$ cat src/rtl/fetch_unit.sv
// Instruction fetch front end: holds the PC, issues one outstanding imem request
// at a time, buffers a single fetched word and squashes stale fetches on redirect.
module fetch_unit #(
  parameter int unsigned     XLEN     = 32,
  parameter logic [XLEN-1:0] RESET_PC = '0
) (
  input  logic            clk,
  input  logic            rst_n,
  output logic            imem_req,
  output logic [XLEN-1:0] imem_addr,
  input  logic            imem_ready,
  input  logic            imem_rvalid,
  input  logic [XLEN-1:0] imem_rdata,
  output logic            instr_valid,
  output logic [XLEN-1:0] instr,
  output logic [XLEN-1:0] instr_pc,
  input  logic            instr_ready,
  input  logic            redirect,
  input  logic [XLEN-1:0] redirect_target
);

  localparam logic [XLEN-1:0] NOP = XLEN'(32'h0000_0013);

  typedef enum logic [1:0] {
    IDLE,
    REQ,
    WAIT,
    FULL
  } state_e;

  state_e          state_q, state_d;
  logic [XLEN-1:0] pc_q, pc_d;
  logic            drop_q, drop_d;
  logic            instr_valid_q, instr_valid_d;
  logic [XLEN-1:0] instr_q, instr_d;
  logic [XLEN-1:0] instr_pc_q, instr_pc_d;
  logic [XLEN-1:0] target;

  assign target = redirect_target & ~XLEN'(3);

  assign imem_req    = (state_q == REQ);
  assign imem_addr   = pc_q;
  assign instr_valid = instr_valid_q;
  assign instr       = instr_q;
  assign instr_pc    = instr_pc_q;

  always_comb begin
    state_d       = state_q;
    pc_d          = pc_q;
    drop_d        = drop_q;
    instr_valid_d = instr_valid_q;
    instr_d       = instr_q;
    instr_pc_d    = instr_pc_q;

    case (state_q)
      IDLE: begin
        state_d = REQ;
        if (redirect) pc_d = target;
      end

      REQ: begin
        // An accepted request always belongs to the old pc; a simultaneous
        // redirect marks its response as stale.
        if (imem_ready) begin
          state_d = WAIT;
          if (redirect) begin
            drop_d = 1'b1;
            pc_d   = target;
          end
        end else if (redirect) begin
          pc_d = target;
        end
      end

      WAIT: begin
        if (imem_rvalid) begin
          if (drop_q || redirect) begin
            drop_d  = 1'b0;
            state_d = REQ;
            if (redirect) pc_d = target;
          end else begin
            instr_d       = imem_rdata;
            instr_pc_d    = pc_q;
            instr_valid_d = 1'b1;
            state_d       = FULL;
          end
        end else if (redirect) begin
          pc_d   = target;
          drop_d = 1'b1;
        end
      end

      FULL: begin
        if (redirect) begin
          instr_valid_d = 1'b0;
          pc_d          = target;
          state_d       = REQ;
        end else if (instr_ready) begin
          instr_valid_d = 1'b0;
          pc_d          = instr_pc_q + XLEN'(4);
          state_d       = REQ;
        end
      end

      default: begin
        state_d       = IDLE;
        drop_d        = 1'b0;
        instr_valid_d = 1'b0;
      end
    endcase
  end

  always_ff @(posedge clk or negedge rst_n) begin
    if (!rst_n) begin
      state_q       <= IDLE;
      pc_q          <= RESET_PC;
      drop_q        <= 1'b0;
      instr_valid_q <= 1'b0;
      instr_q       <= NOP;
      instr_pc_q    <= '0;
    end else begin
      state_q       <= state_d;
      pc_q          <= pc_d;
      drop_q        <= drop_d;
      instr_valid_q <= instr_valid_d;
      instr_q       <= instr_d;
      instr_pc_q    <= instr_pc_d;
    end
  end

endmodule

$ cat config.mk
export PLATFORM = sky130hd
export DESIGN_NAME = fetch_unit
export DESIGN_NICKNAME = d
export VERILOG_FILES = /design/src/rtl/fetch_unit.sv
export SDC_FILE = /design/constraint.sdc
export NUM_CORES = 1
export LEC_CHECK = 0
export CORE_ASPECT_RATIO = 1.5
export CORE_MARGIN = 2
export CORE_UTILIZATION = 30
export CTS_BUF_LIST = sky130_fd_sc_hd__clkbuf_2 sky130_fd_sc_hd__clkbuf_4 sky130_fd_sc_hd__clkbuf_8
export DETAILED_ROUTE_END_ITERATION = 10
export GPL_TIMING_DRIVEN = 0
export PLACE_DENSITY_LB_ADDON = 0.08
export SLEW_MARGIN = 20
export SYNTH_ARGS = -nofsm -noshare
export SYNTH_HDL_FRONTEND = slang
export SYNTH_SLANG_ARGS = --single-unit
$ cat constraint.sdc
create_clock -name clk -period 5.4 [get_ports clk]
set_clock_uncertainty 0.1 [all_clocks]
set_input_delay 1.35 -clock clk [delete_from_list [all_inputs] [get_ports clk]]
set_output_delay 1.35 -clock clk [all_outputs]
set_load 0.01 [all_outputs]
Routing congestion:
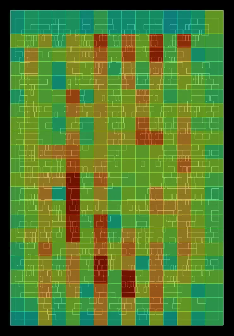
global-route met1 utilization: 0.212
share of the core filled with cells: 0.446
met2 GRT Util: 0.320

Where the registers sit:
The bar under the picture is 20 um long. Other sequential cells in the stronger gray, the rest of the logic in the fainter gray.
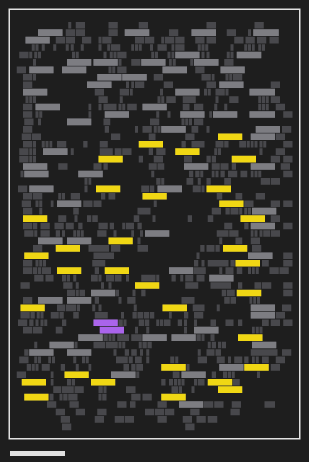
- state_q: purple (flops 2)
- imem_addr: yellow (flops 32)
- not colored: 66

Cell classes on the final placement:
The bar under the picture is 20 um long.
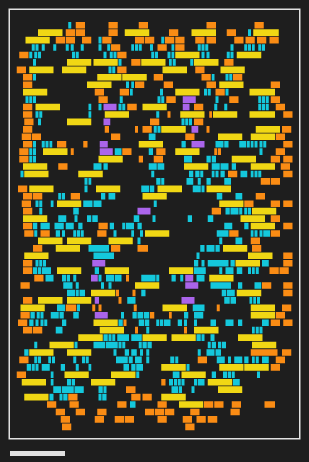
- remaining logic cells: cyan (cells 388; share of their area 31%)
- registers: yellow (cells 100; share of their area 39%)
- remaining buffers and delay cells: orange (cells 191; share of their area 28%)
- clock drivers and dummy loads: purple (cells 16; share of their area 2.7%)

Gate-type map:
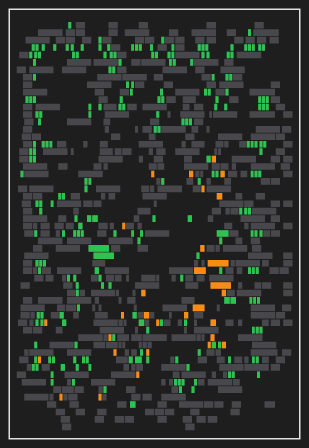
- nor cells: orange (cells 30)
- nand cells: green (cells 225; where widely spread)

Metal layers overlaid:
The bar under the picture is 20 um long. Only two layers are drawn.
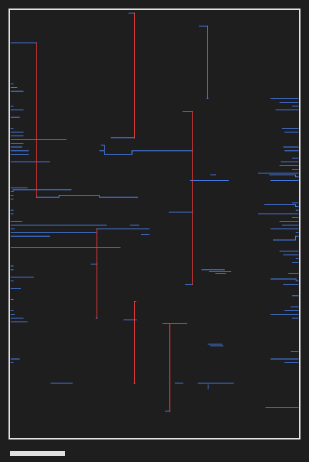
- M3: blue (wire length 743 um)
- M4: red (wire length 286 um)

==> notes.md <==
The full implementation flow was run.

The run finished with clean final reports. The tree is rooted in a clkbuf_8. The share of Yosys cell area claimed by the top area cell type stands at 0.522. The critical path in the final layout is reported with a setup slack of 2250 ps.

TritonCTS built the clock tree. The net switching power of the design stands at 976 uW. The total power draw stands at 2.71 mW. Checking max transition, the worst relative margin is 0.601. The report lists the number of standard-cell rows as 55. The critical path contains buffers and inverters numbering 2 combined. Dividing the synthesized area by the synthesized cell count gives 9.05 sq um.

The synthesized netlist contains 42 unique library cells. The slowest stage of the critical path is the clkdlybuf4s50_1 cell. The total length of routed wires stands at 14400 um. The kind of cell with the highest combined delay along the critical path is buffers and inverters.

The synthesis stat section lists a flop and latch total of 100. The clock-pin slew of the registers on the worst-case setup and hold paths stands at 110 ps. The y dimension of the die stands at 157 um.

STA classifies the critical path startpoint as a register. For the pin with the worst max-slew slack, the measured transition is 598 ps. After global routing the overflow that remains totals 0. Max-slew check failures listed in the final report amount to 0. The path class of the tightest hold or removal check is register to register.

The relative contribution of combinational cells to total power stands at 0.380. The depth of the worst register-to-register path stands at 7. For the worst setup path, the data arrival time is 1700 ps. The number of routed nets with antenna violations stands at 0. The routed layout has 4209 vias. Following the worst setup path forward leads to its endpoint at imem_req. The pre-CTS setup check shows a worst slack of 1790 ps. Dividing the detail-routed via count by the number of cells gives 4.71.

The largest voltage drop on the vdd net stands at 0.174 mV. The share of the core area taken by cells at floorplan is 0.307. The floorplan net count stands at 589.

For this run, the total global-route usage over all layers was measured as 0.179. The synthesized netlist occupies a cell area of 4650 sq um. The signed area change from the synthesized netlist to the final layout stands at 45.0%. For this design, the CTS-stage hold fixing added 0 buffers.

Counting the buffers created by CTS gives 9. The clock network power share stands at 0.171. For reference, the top cells by area after synthesis are dfrtp_1 52%, nand2_1 17%, xnor2_1 4.1%. The instance count on the critical path stands at 3.

The count of endpoints failing hold in the final timing report stands at 0. The maximum fanout encountered on the critical timing path stands at 4. The chip occupies 16500 sq um. In this run the power density over the cells is 402 nW/um^2. The post-synthesis instance total stands at 514. The number of antenna violations at the first check in global routing came to 0.

Per the OpenROAD power report, leakage power amounts to 3.02 nW. The number of global-route vias before repair is 4304. The worst setup path is captured at an output port. Sorting the Yosys area breakdown by cell type puts at the top dfrtp_1.

The synth_stat.txt file lists the number of cells as 514. The critical path is of the register to output port type. The count of H-tree levels built during CTS stands at 3.

Traced cell by cell, the critical path runs through inv_1 > ha_1 > clkdlybuf4s50_1. The warning tally printed by Yosys for this design is 0. The area of the synthesized netlist per yosys stat stands at 4650 sq um.

The floorplan report gives the top-level pin count as 168. The number of flops mapped to enable cells by yosys stands at 0. The number of nets in the layout stands at 765.

In the final report, the number of endpoints failing setup comes to 0. Derived from the worst setup path, the maximum achievable clock frequency is 317 MHz.
## tightest hold or removal path, cell delays in order (launching register included)
cell	delay, ps
dfstp_2	380
nand2_1	50
nand2_1	40
## sequential cells by signal (all words and copies together), names as in the netlist
signal and cells:
instr_valid 1, instr_pc 32, state_q 2, imem_addr 32
instr 32, drop_q 1
## through the flow
stage	utilization	TNS, ps	hold slack (ps)	cells	cell area, sq um
finish	0.446	0	365	894	6750
global route	0.446	0	388	894	6750
CTS	0.446	0	368	894	6750
detailed placement	0.434	0	350	878	6570
global placement	0.432	-116010	346	877	6540
floorplan	-	0	365	514	4650
## metal layers
| metal | routed length, um | up-vias | share of wire | GRT usage |
|---|---|---|---|---|
| li1 | - | 2049 | - | - |
| met1 | 5880 | 2016 | 0.41 | 0.212 |
| met2 | 7470 | 127 | 0.52 | 0.320 |
| met3 | 742 | 17 | 0.052 | 0.0362 |
| met4 | 286 | 0 | 0.020 | 0.0620 |
| met5 | 0 | - | 0 | 0 |
## worst min path at each step
stage	from	endpoint
6_report	instr[0]$_DFFE_PN1P_	instr[0]$_DFFE_PN1P_
3_3_place_gp	instr[1]$_DFFE_PN1P_	instr[1]$_DFFE_PN1P_
2_1_floorplan	instr[0]$_DFFE_PN1P_	instr[0]$_DFFE_PN1P_
3_5_place_dp	instr[0]$_DFFE_PN1P_	instr[0]$_DFFE_PN1P_
5_1_grt	instr[4]$_DFFE_PN1P_	instr[4]$_DFFE_PN1P_
4_1_cts	instr[0]$_DFFE_PN1P_	instr[0]$_DFFE_PN1P_
## final cells by class
type	instances	area (sq um)
Sequential cell	100	2510
Clock inverter	5	37.5
Timing Repair Buffer	165	1670
Tap cell	199	249
Inverter	9	33.8
Buffer	26	119
Multi-Input combinational cell	379	1990
Clock buffer	11	139
Fill cell	1527	8390
## cells in the final DEF (no fill, tap or decap), types with 2 or more instances in the layout
cell             instances
a22oi_1                 17
o21a_1                   3
clkbuf_4                 2
a21oi_1                  8
nand3_1                 11
dfstp_2                  3
clkbuf_1                19
o21ai_1                  3
nor4_2                   2
clkdlybuf4s50_1        163
nand2b_1                 2
nand4_1                  3
o21ai_0                 36
inv_1                    9
buf_6                    3
dfrtp_1                 97
nor3_1                   9
ha_1                     5
and4_1                   2
nor4_4                   2
nand4_4                  2
a31oi_1                  2
xnor2_1                 22
clkinvlp_4               2
clkbuf_8                 9
mux2i_1                  5
nor4_1                   2
nand2_1                205
buf_2                    5
and3_1                   6
xor2_1                   4
nor2_1                  14
## power by group through the flow
stage          Clock (mW)  Sequential, mW  Combinational [mW]
2_1_floorplan           0            1.28               0.350
3_3_place_gp            0            1.22                1.03
3_5_place_dp            0            1.23                1.04
4_1_cts             0.476            1.22                1.05
5_1_grt             0.506            1.26                1.14
6_report            0.464            1.22                1.03
## cells by family after synthesis
kind of cell | count (synthesis) | share of synthesized area
buffers and inverters | 35 | 0.0328
muxes | 5 | 0.0108
adders and majority gates | 5 | 0.0134
DFF | 100 | 0.539
and+or+nand+nor | 267 | 0.255
AOI/OAI and AO/OA | 76 | 0.100
xor gates and xnor gates | 26 | 0.0489
Power is estimated from default activity; no workload was simulated.
